--- src/rtl/alu_pkg.sv ---
// Shared ALU definitions: datapath widths and opcode encodings.
package alu_pkg;

  localparam int unsigned DATA_W = 32;
  localparam int unsigned SEL_W  = 4;

  localparam logic [SEL_W-1:0] ALU_ADD  = 4'b0000;
  localparam logic [SEL_W-1:0] ALU_SUB  = 4'b0001;
  localparam logic [SEL_W-1:0] ALU_XOR  = 4'b0010;
  localparam logic [SEL_W-1:0] ALU_OR   = 4'b0011;
  localparam logic [SEL_W-1:0] ALU_AND  = 4'b0100;
  localparam logic [SEL_W-1:0] ALU_SLL  = 4'b0101;
  localparam logic [SEL_W-1:0] ALU_SRL  = 4'b0110;
  localparam logic [SEL_W-1:0] ALU_SRA  = 4'b0111;
  localparam logic [SEL_W-1:0] ALU_SLT  = 4'b1000;
  localparam logic [SEL_W-1:0] ALU_SLTU = 4'b1001;

endpackage

--- src/rtl/alu.sv ---
// Combinational ALU; unknown opcodes yield zero.
module alu
  import alu_pkg::*;
(
  input  logic [SEL_W-1:0]  sel_i,
  input  logic [DATA_W-1:0] a_i,
  input  logic [DATA_W-1:0] b_i,
  output logic [DATA_W-1:0] out_o,
  output logic              zero_o
);

  localparam int unsigned ShamtW = $clog2(DATA_W);

  logic [ShamtW-1:0] shamt;
  logic              lt_s;
  logic              lt_u;

  assign shamt = b_i[ShamtW-1:0];
  assign lt_s  = $signed(a_i) < $signed(b_i);
  assign lt_u  = a_i < b_i;

  always_comb begin
    out_o = '0;
    case (sel_i)
      ALU_ADD:  out_o = a_i + b_i;
      ALU_SUB:  out_o = a_i - b_i;
      ALU_XOR:  out_o = a_i ^ b_i;
      ALU_OR:   out_o = a_i | b_i;
      ALU_AND:  out_o = a_i & b_i;
      ALU_SLL:  out_o = a_i << shamt;
      ALU_SRL:  out_o = a_i >> shamt;
      ALU_SRA:  out_o = $unsigned($signed(a_i) >>> shamt);
      ALU_SLT:  out_o = {{(DATA_W-1){1'b0}}, lt_s};
      ALU_SLTU: out_o = {{(DATA_W-1){1'b0}}, lt_u};
      default:  out_o = '0;
    endcase
  end

  assign zero_o = (out_o == '0);

endmodule

--- src/rtl/rr_arb2.sv ---
// Two-way round-robin grant; prio names the winner when both are eligible.
module rr_arb2 (
  input  logic clk_i,
  input  logic rst_i,
  input  logic req0_i,
  input  logic req1_i,
  output logic gnt0_o,
  output logic gnt1_o
);

  logic prio_q;
  logic prio_d;

  always_comb begin
    gnt0_o = 1'b0;
    gnt1_o = 1'b0;
    if (!rst_i) begin
      gnt0_o = req0_i & (~req1_i | ~prio_q);
      gnt1_o = req1_i & (~req0_i | prio_q);
    end
    prio_d = prio_q;
    if (gnt0_o) begin
      prio_d = 1'b1;
    end else if (gnt1_o) begin
      prio_d = 1'b0;
    end
  end

  always_ff @(posedge clk_i) begin
    if (rst_i) begin
      prio_q <= 1'b0;
    end else begin
      prio_q <= prio_d;
    end
  end

endmodule

--- src/rtl/alu_arbiter.sv ---
// Time-shares one ALU between two requesters with per-port one-entry result slots.
module alu_arbiter #(
  parameter int unsigned DATA_W = alu_pkg::DATA_W,
  parameter int unsigned SEL_W  = alu_pkg::SEL_W
) (
  input  logic              clk,
  input  logic              rst,
  input  logic              req_valid_0,
  output logic              req_ready_0,
  input  logic [SEL_W-1:0]  req_sel_0,
  input  logic [DATA_W-1:0] req_a_0,
  input  logic [DATA_W-1:0] req_b_0,
  output logic              resp_valid_0,
  input  logic              resp_ready_0,
  output logic [DATA_W-1:0] resp_out_0,
  output logic              resp_zero_0,
  input  logic              req_valid_1,
  output logic              req_ready_1,
  input  logic [SEL_W-1:0]  req_sel_1,
  input  logic [DATA_W-1:0] req_a_1,
  input  logic [DATA_W-1:0] req_b_1,
  output logic              resp_valid_1,
  input  logic              resp_ready_1,
  output logic [DATA_W-1:0] resp_out_1,
  output logic              resp_zero_1
);

  logic              elig_0, elig_1;
  logic              grant_0, grant_1;
  logic [SEL_W-1:0]  alu_sel;
  logic [DATA_W-1:0] alu_a, alu_b, alu_out;
  logic              alu_zero;

  logic              valid_0_q, valid_0_d, valid_1_q, valid_1_d;
  logic [DATA_W-1:0] out_0_q, out_0_d, out_1_q, out_1_d;
  logic              zero_0_q, zero_0_d, zero_1_q, zero_1_d;

  // A full slot can still accept when its consumer drains it this cycle.
  assign elig_0 = req_valid_0 & (~valid_0_q | resp_ready_0);
  assign elig_1 = req_valid_1 & (~valid_1_q | resp_ready_1);

  rr_arb2 u_rr_arb2 (
    .clk_i  (clk),
    .rst_i  (rst),
    .req0_i (elig_0),
    .req1_i (elig_1),
    .gnt0_o (grant_0),
    .gnt1_o (grant_1)
  );

  assign req_ready_0 = grant_0;
  assign req_ready_1 = grant_1;

  assign alu_sel = grant_1 ? req_sel_1 : req_sel_0;
  assign alu_a   = grant_1 ? req_a_1   : req_a_0;
  assign alu_b   = grant_1 ? req_b_1   : req_b_0;

  alu u_alu (
    .sel_i  (alu_sel),
    .a_i    (alu_a),
    .b_i    (alu_b),
    .out_o  (alu_out),
    .zero_o (alu_zero)
  );

  always_comb begin
    valid_0_d = valid_0_q;
    out_0_d   = out_0_q;
    zero_0_d  = zero_0_q;
    valid_1_d = valid_1_q;
    out_1_d   = out_1_q;
    zero_1_d  = zero_1_q;
    if (grant_0) begin
      valid_0_d = 1'b1;
      out_0_d   = alu_out;
      zero_0_d  = alu_zero;
    end else if (valid_0_q && resp_ready_0) begin
      valid_0_d = 1'b0;
    end
    if (grant_1) begin
      valid_1_d = 1'b1;
      out_1_d   = alu_out;
      zero_1_d  = alu_zero;
    end else if (valid_1_q && resp_ready_1) begin
      valid_1_d = 1'b0;
    end
  end

  always_ff @(posedge clk) begin
    if (rst) begin
      valid_0_q <= 1'b0;
      out_0_q   <= '0;
      zero_0_q  <= 1'b0;
      valid_1_q <= 1'b0;
      out_1_q   <= '0;
      zero_1_q  <= 1'b0;
    end else begin
      valid_0_q <= valid_0_d;
      out_0_q   <= out_0_d;
      zero_0_q  <= zero_0_d;
      valid_1_q <= valid_1_d;
      out_1_q   <= out_1_d;
      zero_1_q  <= zero_1_d;
    end
  end

  assign resp_valid_0 = valid_0_q;
  assign resp_out_0   = out_0_q;
  assign resp_zero_0  = zero_0_q;
  assign resp_valid_1 = valid_1_q;
  assign resp_out_1   = out_1_q;
  assign resp_zero_1  = zero_1_q;

endmodule

--- config.mk ---
export PLATFORM = sky130hd
export DESIGN_NAME = alu_arbiter
export DESIGN_NICKNAME = d
export VERILOG_FILES = /design/src/rtl/alu_pkg.sv /design/src/rtl/alu.sv /design/src/rtl/rr_arb2.sv /design/src/rtl/alu_arbiter.sv
export SDC_FILE = /design/constraint.sdc
export NUM_CORES = 1
export LEC_CHECK = 0
export CORE_MARGIN = 5
export CORE_UTILIZATION = 25
export DETAILED_ROUTE_END_ITERATION = 7
export HOLD_SLACK_MARGIN = 0.02
export PLACE_DENSITY_LB_ADDON = 0.05
export SLEW_MARGIN = 20
export SYNTH_ARGS = -nofsm -noshare
export SYNTH_HDL_FRONTEND = slang
export SYNTH_HIERARCHICAL = 1
export SYNTH_SLANG_ARGS = --single-unit
--- constraint.sdc ---
create_clock -name clk -period 8.8 [get_ports clk]
set_input_delay 2.64 -clock clk [delete_from_list [all_inputs] [get_ports clk]]
set_output_delay 2.64 -clock clk [all_outputs]
set_load 0.01 [all_outputs]
layers.png
Scale bar: 50 um.
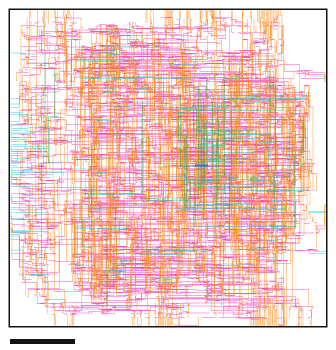
- orange: M2 (wire length 38.2 mm)
- cyan: M3 (wire length 4320 um)
- magenta: M1 (wire length 36.9 mm)
- green: M4 (wire length 1900 um)
- blue: M5 (wire length 8.30 um)

congestion_map.png
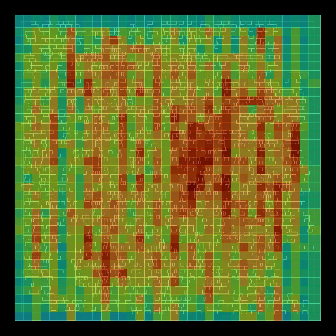
GR Util met2: 43.8%
Routed WL per cell: 27.5 um
gr usage total: 26.0%
met3 usage: 3.04%

route_heat.png
Scale bar: 50 um. 24 x 24 tiles, from dark blue (low) to red (high), scaled to the fullest tile. Values are wire area over tile area, all layers added.
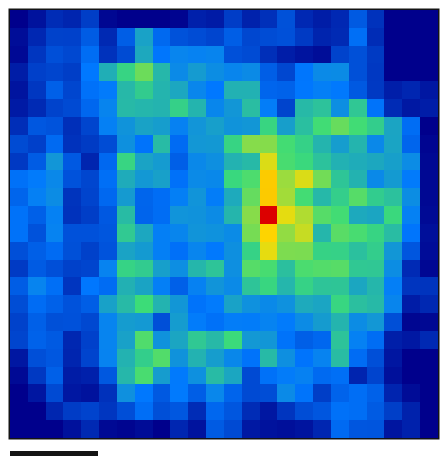
- mean over tiles: 0.21
- densest ninth of the die: centre
- nearly empty tiles: 7.5%
- tiles over half the peak: 7.5%
- fullest tile: 0.85

==> results.ini <==
[status]
status=finished clean

[critical_path]
cp-start-kind=input port
worst_ep_required_time_ns=9.07
r2r_end=resp_zero_0$_SDFFE_PP0P_
crit_family=simple AND/OR/NAND/NOR gates
crit_slowest_cell=mux4_1
slowest_delay_ns=0.61
crit_cells=26
cp_max_fo=12
crit_top_cell=buf_4
r2r.worst_path.cells=25

[logic_synthesis]
synth_simple_gate_area_share_pct=20.1
edf_count=0
synth_flops=69
yosys_warnings=6
yosys_cells=1757
ys_seq_share_pct=10.1
yosysTopAreaCell=dfxtp_1
synthXorXnorAreaFrac_pct=0.574
top_cell=nor2_1

[grt]
grt_busiest_layer=met2
grt_pass1_vias=16800
antenna_found_initial=2
grt_overflow=0
grt_pass1_wl_mm=118

[clock_network]
cts_resized=3
clk_root_buffer_cell=clkbuf_16
numCtsBuffers=9
ctsHoldBuffers=0
clk_pin_slew_ns=0.05
post_cts_buffers=0

[placement]
hpwl_mm=67.2
dp_worst_setup_slack_ns=-0.500
dp_cells=2935

[power_and_ir_drop]
switching_power_uw=1090
power_density_nw_per_um2=124
power.internal_uw=1330
power_top_consumer=combinational logic
ir_drop_mv=0.130
power.total_uw=2420
leakage_uw=0.00818
power_frac_comb_pct=70.8
sequentialPower_uw=344
sw_frac_of_total_pct=45.1

[die]
coreArea_sq_um=54800

[finish]
sh_seq_area_pct=7.09
final_area_sq_um=19500
n_all_buffers=620
nClkBuffers=14
inverters_excl_clock=99
finalNonFillerCells=2953
fillCellCount=5875
drive_above_1_share_pct=27.6
layout_top_cells=buf_4 (399), nor2_1 (210), clkdlybuf4s50_1 (210)
logic_area_sq_um=11300
final-nonclk-buf-share_pct=27.2

[drt]
route.met3.wl_mm=4.32
final_antenna_net_count=0
routed_wl_mm=81.3
drt_iter0_markers=1471
highest_layer=met5

[hold_path]
hp-start=resp_valid_1$_SDFFE_PP0P_
hp-class=flop to flop
min_path_cells=2

[final_timing]
fmax_mhz=117
setup_viol=0
tns_ns=0

[flow_run]
cap_viol_max_count=0

